$ cat src/rtl/cache_mem_fsm_if.sv
// Pipeline <-> cache miss controller signal bundle. The pipeline side (master)
// drives the lookup/request inputs; the controller side (slave) drives the sequencing outputs.
interface cache_mem_fsm_if;
  logic       dirty;
  logic       hit;
  logic       miss;
  logic       read;
  logic       write;
  logic       load;
  logic       writeback;
  logic       FSM_Write;
  logic       FSM_Read;
  logic       stall;
  logic       set_dirty;
  logic [1:0] counter;

  modport master (
    output dirty, hit, miss, read, write,
    input  load, writeback, FSM_Write, FSM_Read, stall, set_dirty, counter
  );

  modport slave (
    input  dirty, hit, miss, read, write,
    output load, writeback, FSM_Write, FSM_Read, stall, set_dirty, counter
  );
endinterface

$ cat src/rtl/cache_mem_fsm.sv
// Cache miss controller: IDLE -> [WRITEBACK x WB_BEATS] -> FETCH -> FILL -> IDLE.
// IDLE outputs follow the request/lookup inputs combinationally; other states are Moore.
module cache_mem_fsm #(
  parameter int unsigned WB_BEATS = 4
) (
  input  logic            i_clk,
  input  logic            i_rst_n,
  cache_mem_fsm_if.slave  bus_if,
  output logic [1:0]      o_state
);

  localparam logic [1:0] ST_IDLE      = 2'd0;
  localparam logic [1:0] ST_WRITEBACK = 2'd1;
  localparam logic [1:0] ST_FETCH     = 2'd2;
  localparam logic [1:0] ST_FILL      = 2'd3;
  localparam logic [1:0] LAST_BEAT    = 2'(WB_BEATS - 1);

  logic [1:0] r_state;
  logic [1:0] r_counter;
  logic [1:0] w_next_state;
  logic [1:0] w_next_counter;
  logic       w_req;
  logic       w_hit;
  logic       w_miss;

  // Hit wins over miss when both are asserted; write vs read only matters for set_dirty.
  assign w_req  = bus_if.read | bus_if.write;
  assign w_hit  = bus_if.hit;
  assign w_miss = bus_if.miss & ~bus_if.hit;

  always_comb begin
    w_next_state   = r_state;
    w_next_counter = '0;
    case (r_state)
      ST_IDLE: begin
        if (w_req && w_miss) begin
          w_next_state = bus_if.dirty ? ST_WRITEBACK : ST_FETCH;
        end
      end
      ST_WRITEBACK: begin
        if (r_counter == LAST_BEAT) begin
          w_next_state = ST_FETCH;
        end else begin
          w_next_counter = r_counter + 2'd1;
        end
      end
      ST_FETCH: w_next_state = ST_FILL;
      ST_FILL:  w_next_state = ST_IDLE;
      default:  w_next_state = ST_IDLE;
    endcase
  end

  always_ff @(posedge i_clk) begin
    if (!i_rst_n) begin
      r_state   <= ST_IDLE;
      r_counter <= '0;
    end else begin
      r_state   <= w_next_state;
      r_counter <= w_next_counter;
    end
  end

  // Everything is held low while reset is asserted, whatever state the flops hold.
  always_comb begin
    bus_if.load      = 1'b0;
    bus_if.writeback = 1'b0;
    bus_if.FSM_Write = 1'b0;
    bus_if.FSM_Read  = 1'b0;
    bus_if.stall     = 1'b0;
    bus_if.set_dirty = 1'b0;
    bus_if.counter   = 2'd0;
    if (i_rst_n) begin
      case (r_state)
        ST_IDLE: begin
          bus_if.stall     = w_req & w_miss;
          bus_if.set_dirty = w_req & w_hit & bus_if.write;
        end
        ST_WRITEBACK: begin
          bus_if.stall     = 1'b1;
          bus_if.writeback = 1'b1;
          bus_if.FSM_Write = 1'b1;
          bus_if.counter   = r_counter;
        end
        ST_FETCH: begin
          bus_if.stall    = 1'b1;
          bus_if.FSM_Read = 1'b1;
        end
        ST_FILL: begin
          bus_if.stall = 1'b1;
          bus_if.load  = 1'b1;
        end
        default: ;
      endcase
    end
  end

  assign o_state = r_state;

endmodule

$ cat src/flat_wrapper.sv
// flat-port wrapper written by rule: the top's interface ports become plain ports
module cache_mem_fsm_flat 
#(
  parameter int unsigned WB_BEATS = 4
)
  (i_clk, i_rst_n, o_state, bus_if_dirty, bus_if_hit, bus_if_miss, bus_if_read, bus_if_write, bus_if_load, bus_if_writeback, bus_if_FSM_Write, bus_if_FSM_Read, bus_if_stall, bus_if_set_dirty, bus_if_counter);
  cache_mem_fsm_if bus_if_i ();
  input  logic i_clk;
  input  logic i_rst_n;
  output logic [1:0] o_state;
  input wire logic [$bits(bus_if_i.dirty)-1:0] bus_if_dirty;
  input wire logic [$bits(bus_if_i.hit)-1:0] bus_if_hit;
  input wire logic [$bits(bus_if_i.miss)-1:0] bus_if_miss;
  input wire logic [$bits(bus_if_i.read)-1:0] bus_if_read;
  input wire logic [$bits(bus_if_i.write)-1:0] bus_if_write;
  output wire logic [$bits(bus_if_i.load)-1:0] bus_if_load;
  output wire logic [$bits(bus_if_i.writeback)-1:0] bus_if_writeback;
  output wire logic [$bits(bus_if_i.FSM_Write)-1:0] bus_if_FSM_Write;
  output wire logic [$bits(bus_if_i.FSM_Read)-1:0] bus_if_FSM_Read;
  output wire logic [$bits(bus_if_i.stall)-1:0] bus_if_stall;
  output wire logic [$bits(bus_if_i.set_dirty)-1:0] bus_if_set_dirty;
  output wire logic [$bits(bus_if_i.counter)-1:0] bus_if_counter;
  assign bus_if_i.dirty = bus_if_dirty;
  assign bus_if_i.hit = bus_if_hit;
  assign bus_if_i.miss = bus_if_miss;
  assign bus_if_i.read = bus_if_read;
  assign bus_if_i.write = bus_if_write;
  assign bus_if_load = bus_if_i.load;
  assign bus_if_writeback = bus_if_i.writeback;
  assign bus_if_FSM_Write = bus_if_i.FSM_Write;
  assign bus_if_FSM_Read = bus_if_i.FSM_Read;
  assign bus_if_stall = bus_if_i.stall;
  assign bus_if_set_dirty = bus_if_i.set_dirty;
  assign bus_if_counter = bus_if_i.counter;
  cache_mem_fsm #(.WB_BEATS(WB_BEATS)) u_core (.i_clk(i_clk), .i_rst_n(i_rst_n), .bus_if(bus_if_i), .o_state(o_state));
endmodule
$ cat config.mk
export PLATFORM = sky130hd
export DESIGN_NAME = cache_mem_fsm_flat
export DESIGN_NICKNAME = d
export VERILOG_FILES = /design/src/rtl/cache_mem_fsm_if.sv /design/src/rtl/cache_mem_fsm.sv /design/src/flat_wrapper.sv
export SDC_FILE = /design/constraint.sdc
export NUM_CORES = 1
export LEC_CHECK = 0
export CORE_AREA = 4 4 41 43
export CTS_CLUSTER_SIZE = 10
export DETAILED_ROUTE_END_ITERATION = 12
export DIE_AREA = 0 0 45 47
export PLACE_DENSITY = 0.56
export SLEW_MARGIN = 20
export SYNTH_ARGS = -nofsm -noshare
export SYNTH_HDL_FRONTEND = slang
export SYNTH_SLANG_ARGS = --single-unit
$ cat constraint.sdc
create_clock -name i_clk -period 2.03 [get_ports i_clk]
set_clock_uncertainty 0.05 [all_clocks]
set_input_delay 0.3045 -clock i_clk [delete_from_list [all_inputs] [get_ports i_clk]]
set_output_delay 0.3045 -clock i_clk [all_outputs]
set_load 0.03 [all_outputs]
==> flow_summary.toml, run 1 <==
# implementation run metrics
[power_and_ir_drop]
finalPower_w = 0.000513
pwr-share-comb_pct = 57.9
p_int_w = 0.000301

[global_routing]
grt_pass1_wl_um = 1150
top_usage_layer = "met2"

[setup_path]
crit_buf_inv = 2
cp-end-kind = "output pin"
cp_slowest_cell = "dfxtp_1"
ff2ff_setup_slack_ps = 660
crit_path_start_kind = "flop"

[layout]
fin_nets = 69
clock_buffers = 3
logic_area_um2 = 220
n_fill_cell = 143

[logic_synthesis]
synth_top_cell_by_area = "dfxtp_1"
most_common_cell = "ha_1"
synth_nets = 50
syn_inst = 37
synthAdderAreaFrac_pct = 22.9
ys_sh_xor_pct = 0
common_cells = "6 x ha_1, 4 x dfxtp_1, 4 x inv_1, 4 x nand2_1, 3 x and3_1"

[placement]
dp.cells = 66
place_congestion = 0.698

[routing]
viasPerCell = 4.38
wl_met1_um = 293

[clocking]
clkTransAtPathRegs_ps = 40
cts_tree = "done"

[timing]
rsz0062_at_grt = "false"
hold_violations = 0

[floorplanning]
taps = 15
fp_util_pct = 25.2
fp.dieW_um = 45
std_cell_rows = 13

[run_status]
outcome = "finished, final reports clean"
Figure 1. Routed metal per tile (run 1).
The die is cut into 9 by 9 equal tiles; dark blue is low, red is high, scaled to the fullest tile. Values are wire area over tile area, all layers added.
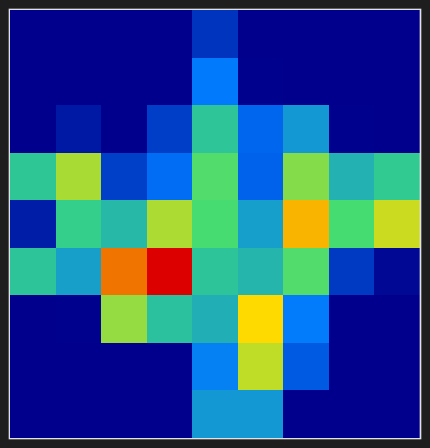
nearly empty tiles = 47%
fullest tile = 0.24
emptiest ninth of the die = upper left
mean over tiles = 0.053
via count: 302
Tot GR Track Use: 7.66%
final WL: 705 µm

Figure 2. Clock wires, drivers and flops (run 1).
The bar under the picture is 10 µm long.
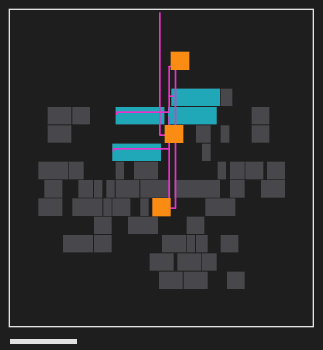
clock-net drivers -> orange  # count 3
flip-flops -> cyan  # count 4
clock wires -> magenta  # length 82.5 µm
routed clock nets = 4
P_clk: 0.0000981 W
share of total power in the clock network: 19.1%
Insertion Delay late pin: 230 ps

Figure 3. Cell sizes after repair (run 1).
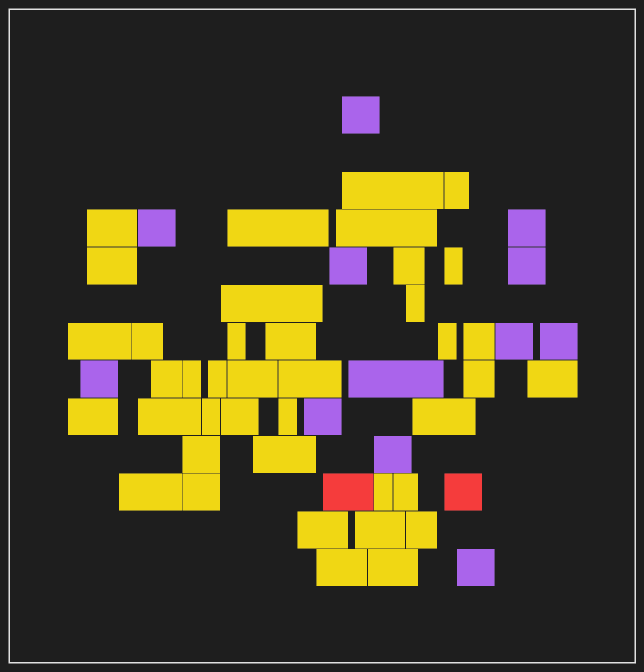
x3 and x4 -> purple  # cells 12, most used buf_4
x2 -> red  # cells 2
x1 and smaller -> yellow  # cells 40, most used clkdlybuf4s50_1
final instance area: 497 µm²
bufs w/o clock: 16
P&R area growth vs syn: 51.5%

==> inputs of run 2 (changes only) <==
Clock period 2.03 ns to 1.8 ns, I/O delays scaled along.
==> run 2 against run 1 <==
Net effect: highest routed layer unchanged; combinational power up 13%; largest cell class unchanged; largest power group unchanged; via count down 0.66%; final cell count unchanged; critical endpoint is now bus_if_counter[0]; sequential power up about 10%.
==> flow_summary.toml, run 2 <==
# implementation run metrics
[run_status]
outcome = "finished, final reports clean"

[placement]
place_congestion = 0.697

[layout]
stdcell_area_um2 = 498
clock_buffers = 3
logic_area_um2 = 220
n_fill_cell = 135
buffers = 16
fin_nets = 69
area_growth_pct = 51.9

[floorplanning]
fp_util_pct = 25.2

[setup_path]
crit_path_start_kind = "flop"
cp-end-kind = "output pin"
cp_slowest_cell = "dfxtp_1"
crit_buf_inv = 2

[power_and_ir_drop]
p_clk_share_pct = 18.8
finalPower_w = 0.000578

[routing]
viasPerCell = 4.35
wl_met1_um = 298

[global_routing]
grt_pass1_wl_um = 1220

[logic_synthesis]
ys_sh_xor_pct = 0
most_common_cell = "ha_1"

[clocking]
cts_tree = "done"

[timing]
rsz0062_at_grt = "false"
Figure 4. Placement view (run 2).
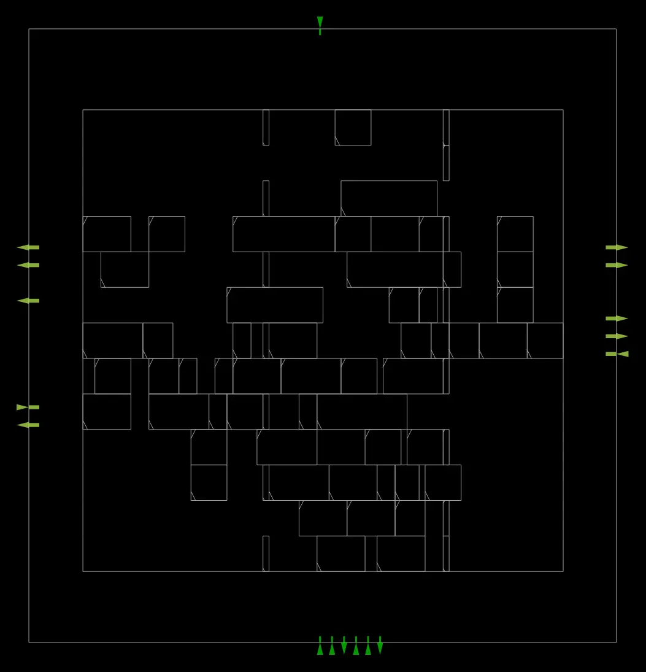
final cell count without fillers: 69
flop share of the area: 16.3%
core area: 1300 µm²
n_taps: 15
row count: 13

Figure 5. Routed metal per tile (run 2).
The die is cut into 9 by 9 equal tiles; dark blue is low, red is high, scaled to the fullest tile. Values are wire area over tile area, all layers added.
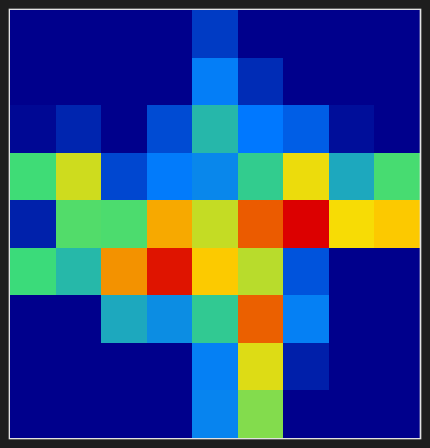
emptiest ninth of the die = upper left
fullest tile = 0.21
densest ninth of the die = centre
DR WL/cell: 10.0 µm
Tot GR Track Use: 8.06%
via count: 300

==> inputs of run 3 (changes only) <==
Settings changed: PLACE_DENSITY 0.56 to default.
==> run 3 against run 2 <==
Net effect: critical endpoint is now bus_if_counter[1]; critical path depth unchanged; final cell count unchanged; synthesized cell count unchanged; register-to-register slack about the same; largest power group unchanged; synthesized area unchanged; die area unchanged; largest cell class unchanged.
==> flow_summary.toml, run 3 <==
# implementation run metrics
[timing]
hold_violations = 0

[floorplanning]
fp_util_pct = 25.2
fp.dieW_um = 45

[run_status]
outcome = "finished, final reports clean"

[placement]
place_congestion = 0.697

[setup_path]
cp_slowest_cell = "dfxtp_1"
crit_path_start_kind = "flop"

[layout]
layout.cells.non_filler = 69
n_fill_cell = 145
stdcell_area_um2 = 498

[clocking]
cts_tree = "done"
clkTransAtPathRegs_ps = 40
clk_latency_ps = 230

[global_routing]
top_usage_layer = "met2"

[logic_synthesis]
most_common_cell = "ha_1"
synthAdderAreaFrac_pct = 22.9
synth_nets = 50

[power_and_ir_drop]
pwr-share-comb_pct = 57.7
finalPower_w = 0.000578
p_clk_w = 0.000110
p_clk_share_pct = 19.1
Figure 6. Layout detail (run 3).
The bar under the picture is 10 µm long. Region (10, 20) to (35, 45) µm. Cells in grey, sequential cells in the stronger grey; small squares are vias.
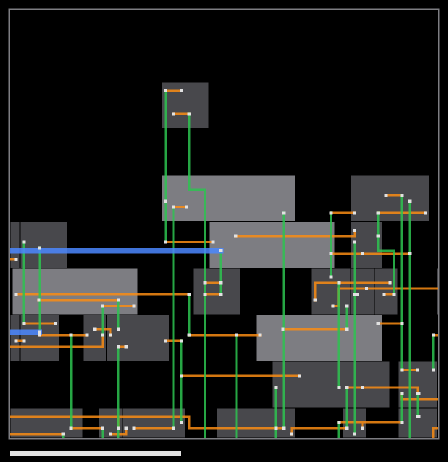
M2 -> green
M3 -> blue
M1 -> orange
sequential cells in the window = 4
netlist names of flops here include = `u_core.o_state` (2), `u_core.r_counter` (2)
cells with their middle in the window = 23

Figure 7. Routed metal per tile (run 3).
The die is cut into 9 by 9 equal tiles; dark blue is low, red is high, scaled to the fullest tile. Values are wire area over tile area, all layers added.
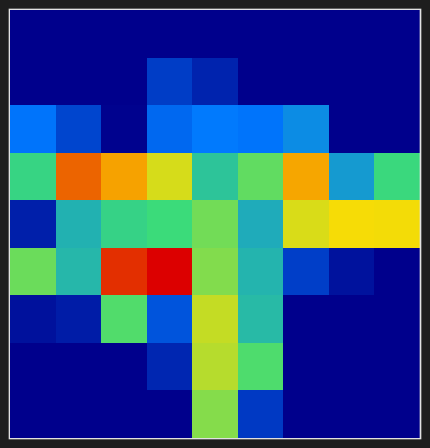
fullest tile = 0.22
emptiest ninth of the die = lower right
nearly empty tiles = 44%
mean over tiles = 0.054
tiles over half the peak = 22%
final WL: 683 µm
Tot GR Track Use: 7.89%
via count: 292
DR WL/cell: 9.90 µm

Power figures rest on the tool's default switching activity, not on a simulated workload.
